`config.mk`:
```
export PLATFORM = sky130hd
export DESIGN_NAME = led_display_scan_ctrl
export DESIGN_NICKNAME = d
export VERILOG_FILES = /design/src/rtl/led_display_scan_ctrl.sv
export SDC_FILE = /design/constraint.sdc
export NUM_CORES = 1
export LEC_CHECK = 0
export CAP_MARGIN = 20
export CELL_PAD_IN_SITES_DETAIL_PLACEMENT = 2
export CELL_PAD_IN_SITES_GLOBAL_PLACEMENT = 2
export CORE_MARGIN = 10
export CORE_UTILIZATION = 34
export CTS_BUF_LIST = sky130_fd_sc_hd__clkbuf_4
export DETAILED_ROUTE_END_ITERATION = 7
export PLACE_DENSITY_LB_ADDON = 0.1
export SYNTH_ARGS = -nofsm -noshare
export SYNTH_HDL_FRONTEND = slang
export SYNTH_SLANG_ARGS = --single-unit
```
`constraint.sdc`:
```
create_clock -name clk_in -period 2.2 [get_ports clk_in]
set_input_delay 0.33 -clock clk_in [delete_from_list [all_inputs] [get_ports clk_in]]
set_output_delay 0.33 -clock clk_in [all_outputs]
set_load 0.01 [all_outputs]
```
`src/rtl/led_display_scan_ctrl.sv`:
```
// Scan scheduler for a HUB75-style LED panel: requests row/plane shifts from the phy
// and drives blank, latch and BCM-weighted output-enable windows, overlapping shift with display.
module led_display_scan_ctrl #(
  parameter int NUM_ROW_PIXELS = 32,
  parameter int NUM_COL_PIXELS = 64,
  parameter int BIT_DEPTH      = 4,
  parameter int BASE_ON_CYCLES = 16,
  parameter int BLANK_CYCLES   = 2
) (
  input  logic                                  clk_in,
  input  logic                                  reset_in,
  input  logic                                  enable_in,
  output logic                                  shift_req_out,
  output logic [$clog2(NUM_ROW_PIXELS/2)-1:0]   shift_row_out,
  output logic [$clog2(BIT_DEPTH)-1:0]          shift_plane_out,
  input  logic                                  shift_ack_in,
  input  logic                                  shift_done_in,
  output logic                                  latch_out,
  output logic                                  oe_n_out,
  output logic [$clog2(NUM_ROW_PIXELS/2)-1:0]   row_addr_out,
  output logic                                  frame_done_out,
  output logic                                  busy_out
);

  localparam int R      = NUM_ROW_PIXELS / 2;
  localparam int RW     = $clog2(R);
  localparam int PW     = $clog2(BIT_DEPTH);
  localparam int MAX_ON = BASE_ON_CYCLES << (BIT_DEPTH - 1);
  localparam int CW_ON  = $clog2(MAX_ON + 1);
  localparam int CW_BL  = $clog2(BLANK_CYCLES + 1);
  localparam int CW     = (CW_ON > CW_BL) ? CW_ON : CW_BL;

  localparam logic [RW-1:0] LAST_ROW   = RW'(R - 1);
  localparam logic [PW-1:0] LAST_PLANE = PW'(BIT_DEPTH - 1);
  localparam logic [CW-1:0] BLANK_LOAD = CW'(BLANK_CYCLES - 1);

  if (BLANK_CYCLES < 1 || NUM_COL_PIXELS < 1) begin : g_bad_param
    $error("led_display_scan_ctrl: BLANK_CYCLES and NUM_COL_PIXELS must be >= 1");
  end

  typedef enum logic [2:0] {
    S_IDLE, S_FILL, S_BLANK, S_LATCH, S_DISPLAY, S_WAIT
  } state_t;

  state_t        state, state_next;
  logic [CW-1:0] cnt, cnt_next;
  logic          pending;      // a request was accepted and its shift has not finished
  logic          done_flag;
  logic          stop;
  logic [PW-1:0] disp_plane;
  logic          done_v, handshake;
  logic          issue_first, issue_next, clear_done, set_stop, frame_done_next;
  logic          plane_wrap;
  logic [RW-1:0] next_row;
  logic [PW-1:0] next_plane;

  function automatic logic [CW-1:0] on_time(input logic [PW-1:0] plane);
    return CW'(BASE_ON_CYCLES) << plane;
  endfunction

  // Handshake: shift_req_out rises with a stable row/plane and holds until a cycle
  // where shift_ack_in is also high; it drops the next cycle. shift_done_in only
  // counts while an accepted request is outstanding, otherwise it is ignored.
  assign handshake = shift_req_out & shift_ack_in;
  assign done_v    = shift_done_in & pending;

  assign plane_wrap = (shift_plane_out == LAST_PLANE);
  assign next_plane = plane_wrap ? '0 : shift_plane_out + 1'b1;
  assign next_row   = !plane_wrap ? shift_row_out :
                      ((shift_row_out == LAST_ROW) ? '0 : shift_row_out + 1'b1);

  always_comb begin
    state_next      = state;
    cnt_next        = (cnt != '0) ? cnt - 1'b1 : cnt;
    issue_first     = 1'b0;
    issue_next      = 1'b0;
    clear_done      = 1'b0;
    set_stop        = 1'b0;
    frame_done_next = 1'b0;
    unique case (state)
      S_IDLE: begin
        if (enable_in) begin
          issue_first = 1'b1;
          state_next  = S_FILL;
        end
      end
      S_FILL: begin
        if (done_v) begin
          state_next = S_BLANK;
          cnt_next   = BLANK_LOAD;
        end
      end
      S_BLANK: begin
        if (cnt == '0) state_next = S_LATCH;
      end
      S_LATCH: begin
        cnt_next   = on_time(shift_plane_out) - 1'b1;
        state_next = S_DISPLAY;
        if (enable_in) begin
          issue_next = 1'b1;
          clear_done = 1'b1;
        end else begin
          set_stop = 1'b1;
        end
        // Outputs are registered, so the pulse is scheduled one cycle ahead.
        frame_done_next = (on_time(shift_plane_out) == CW'(1)) &&
                          (shift_row_out == LAST_ROW) && plane_wrap;
      end
      S_DISPLAY: begin
        frame_done_next = (cnt == CW'(1)) && (row_addr_out == LAST_ROW) &&
                          (disp_plane == LAST_PLANE);
        if (cnt == '0) begin
          if (stop) begin
            state_next = S_IDLE;
          end else if (done_flag || done_v) begin
            state_next = S_BLANK;
            cnt_next   = BLANK_LOAD;
          end else begin
            state_next = S_WAIT;
          end
        end
      end
      S_WAIT: begin
        if (done_v) begin
          state_next = S_BLANK;
          cnt_next   = BLANK_LOAD;
        end
      end
      default: state_next = S_IDLE;
    endcase
  end

  always_ff @(posedge clk_in) begin
    if (reset_in) begin
      state           <= S_IDLE;
      cnt             <= '0;
      pending         <= 1'b0;
      done_flag       <= 1'b0;
      stop            <= 1'b0;
      disp_plane      <= '0;
      shift_req_out   <= 1'b0;
      shift_row_out   <= '0;
      shift_plane_out <= '0;
      latch_out       <= 1'b0;
      oe_n_out        <= 1'b1;
      row_addr_out    <= '0;
      frame_done_out  <= 1'b0;
      busy_out        <= 1'b0;
    end else begin
      state <= state_next;
      cnt   <= cnt_next;

      if (handshake) begin
        shift_req_out <= 1'b0;
        pending       <= 1'b1;
      end else if (done_v) begin
        pending <= 1'b0;
      end

      if (issue_first) begin
        shift_req_out   <= 1'b1;
        shift_row_out   <= '0;
        shift_plane_out <= '0;
      end else if (issue_next) begin
        shift_req_out   <= 1'b1;
        shift_row_out   <= next_row;
        shift_plane_out <= next_plane;
      end

      if (state == S_IDLE || clear_done) begin
        done_flag <= 1'b0;
      end else if (done_v && (state == S_DISPLAY || state == S_WAIT)) begin
        done_flag <= 1'b1;
      end

      if (state == S_IDLE) begin
        stop <= 1'b0;
      end else if (set_stop) begin
        stop <= 1'b1;
      end

      if (state == S_LATCH) begin
        row_addr_out <= shift_row_out;
        disp_plane   <= shift_plane_out;
      end

      latch_out      <= (state_next == S_LATCH);
      oe_n_out       <= (state_next != S_DISPLAY);
      busy_out       <= (state_next != S_IDLE);
      frame_done_out <= frame_done_next;
    end
  end

endmodule

```
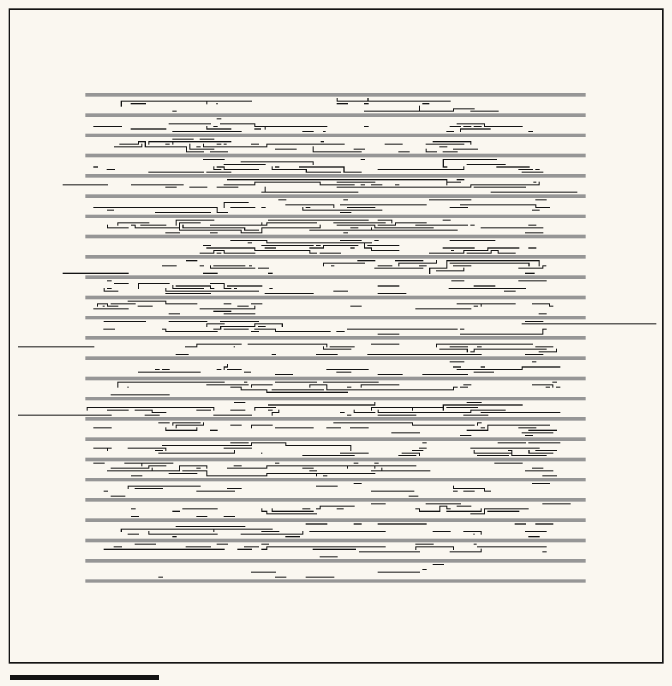
met1.png
Scale bar: 20 µm. Supply wires on this layer in grey.
main direction: horizontal
wire length on this layer: 2140 µm
longest straight run: 29.4 µm
share of all routed wire: 44%

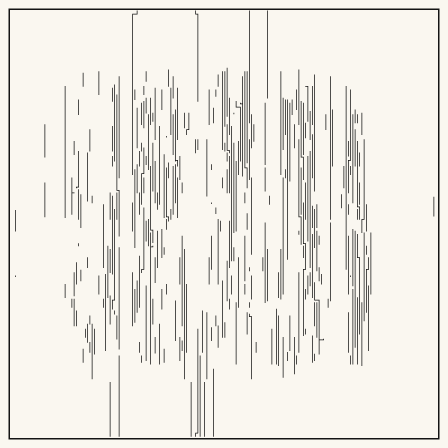
met2.png
share of all routed wire: 51%
main direction: vertical
wire length on this layer: 2480 µm
longest straight run: 37.4 µm

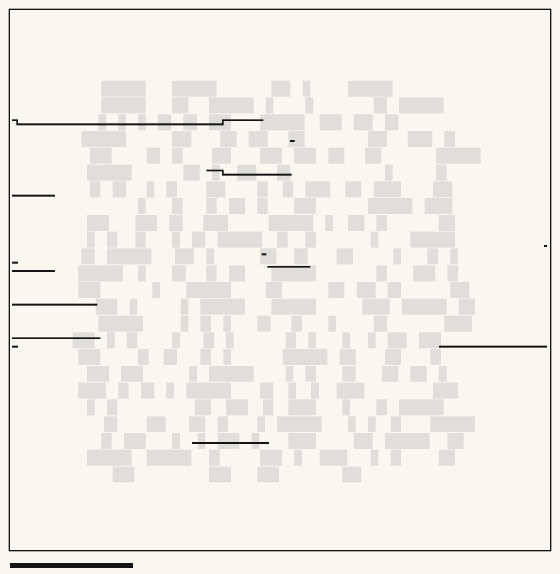
met3.png
Scale bar: 20 µm.
share of all routed wire: 2.8%
wire length on this layer: 135 µm
nets with wire on the layer: 10
main direction: horizontal

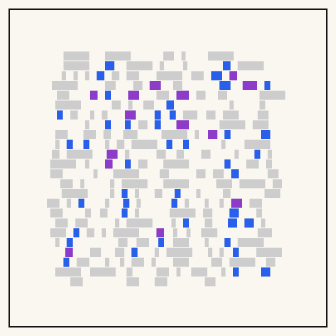
gate_families.png
legend:
  inverting AOI/OAI gates:
    colour: blue
    cells: 43
    most_used: a21oi_1
  AND and OR gates:
    colour: purple
    cells: 14

==> flow_metrics.py <==
# Physical implementation metrics
metrics = {
    "timing": {
        "rsz0062_at_grt": "no",
        "finalHoldViolCount": 0,
        "fin_worst_skew_ns": 0.0127,
        "setup_ws_ns": 0.327,
    },
    "final_layout": {
        "nFillCells": 499,
        "drive_above_1_share_pct": 9.48,
        "finalNonFillerCells": 263,
        "finish.utilization_pct": 42.9,
        "design_area_um2": 1880,
    },
    "clocking": {
        "cts_tree": "built",
        "clock_latency_ns": 0.35,
        "cts_resized": 0,
    },
    "floorplanning": {
        "ios": 20,
        "rows": 24,
        "fp-utilization_pct": 35.4,
        "die_w_um": 87.6,
    },
    "global_routing": {
        "grt.total_usage_pct": 13.0,
        "grt_pass1_wl_um": 7890,
        "grt_max_degree": 20,
        "grt_antenna_before_repair": 0,
        "grt-ovfl-total": 0,
    },
    "yosys": {
        "yosys.area.top_type": "dfxtp_1",
        "synthTopLogicFamily": "simple AND/OR/NAND/NOR gates",
        "synthTopCellsByArea": "dfxtp_1 40%, a21oi_1 7.1%, nand2_1 6.8%",
        "synth_xor_xnor_area_share_pct": 2.82,
        "syn-mean-instance-area_um2": 8.39,
        "synth_cells": 185,
        "ys_cells": 185,
        "synth_area_um2": 1550,
    },
    "outcome": {
        "status": "completed",
    },
    "placement": {
        "dp_cells": 255,
        "numPortBuffers": 19,
    },
    "detailed_routing": {
        "wire_per_inst_um": 18.3,
    },
    "critical_path": {
        "worstPathMaxFanout": 8,
    },
    "flow_run": {
        "maxCapViolCount": 0,
    },
    "worst_hold_path": {
        "hold_path.class": "reg -> reg",
    },
}
## report_power, final
| group | total (mW) | switching, mW | internal, mW |
|---|---|---|---|
| logic | 0.497 | 0.269 | 0.228 |
| clock network | 0.340 | 0.209 | 0.131 |
| registers | 0.689 | 0.0742 | 0.615 |
## layout by cell type, fill, tap and decap left out, types with 5 or more instances in the layout
cell / n
buf_4: 7
clkdlybuf4s50_1: 19
ha_1: 7
o21ai_0: 8
inv_1: 7
clkbuf_4: 6
dfxtp_1: 31
nand2_1: 28
nor2_1: 10
a21oi_1: 22
nand3_1: 5
## area by class of cell
cell class	instances	area, µm²	area share (%)
Multi-Input combinational cell	139	873	46.4
Sequential cell	31	621	33.0
Timing Repair Buffer	26	243	12.9
Tap cell	52	65.1	3.46
Clock buffer	6	45.0	2.40
Inverter	7	26.3	1.40
Clock inverter	2	7.51	0.399
## worst max-delay path, cell delays in order, from the launching register on
cell and delay (ns):
dfxtp_1 0.37, inv_1 0.12, ha_1 0.19, nor3b_2 0.39
nand2_2 0.24, o22a_1 0.31, o211ai_1 0.18
## metal layers
layer | global-route usage [%] | vias to the layer above | wire, µm
li1 | - | 711 | -
met1 | 14.5 | 707 | 2140
met2 | 22.9 | 14 | 2480
met3 | 3.53 | 7 | 135
met4 | 4.93 | 0 | 70
met5 | 0 | - | 0
## path summary, 6_finish.rpt
path	slack (ns)	cells after the start	startpoint	end
min reg2reg	0.48	2	disp_plane[0]	disp_plane[0]
max reg2reg	0.33	6	cnt[0]	busy_out
max	0.33	6	cnt[0]	busy_out
min	0.48	2	disp_plane[0]	disp_plane[0]
## state kept, by name, indices dropped and copies added, names as in the netlist, 2 cells and up
register and count:
cnt 8, disp_plane 2, row_addr_out 4, shift_plane_out 2, shift_row_out 4, state 3
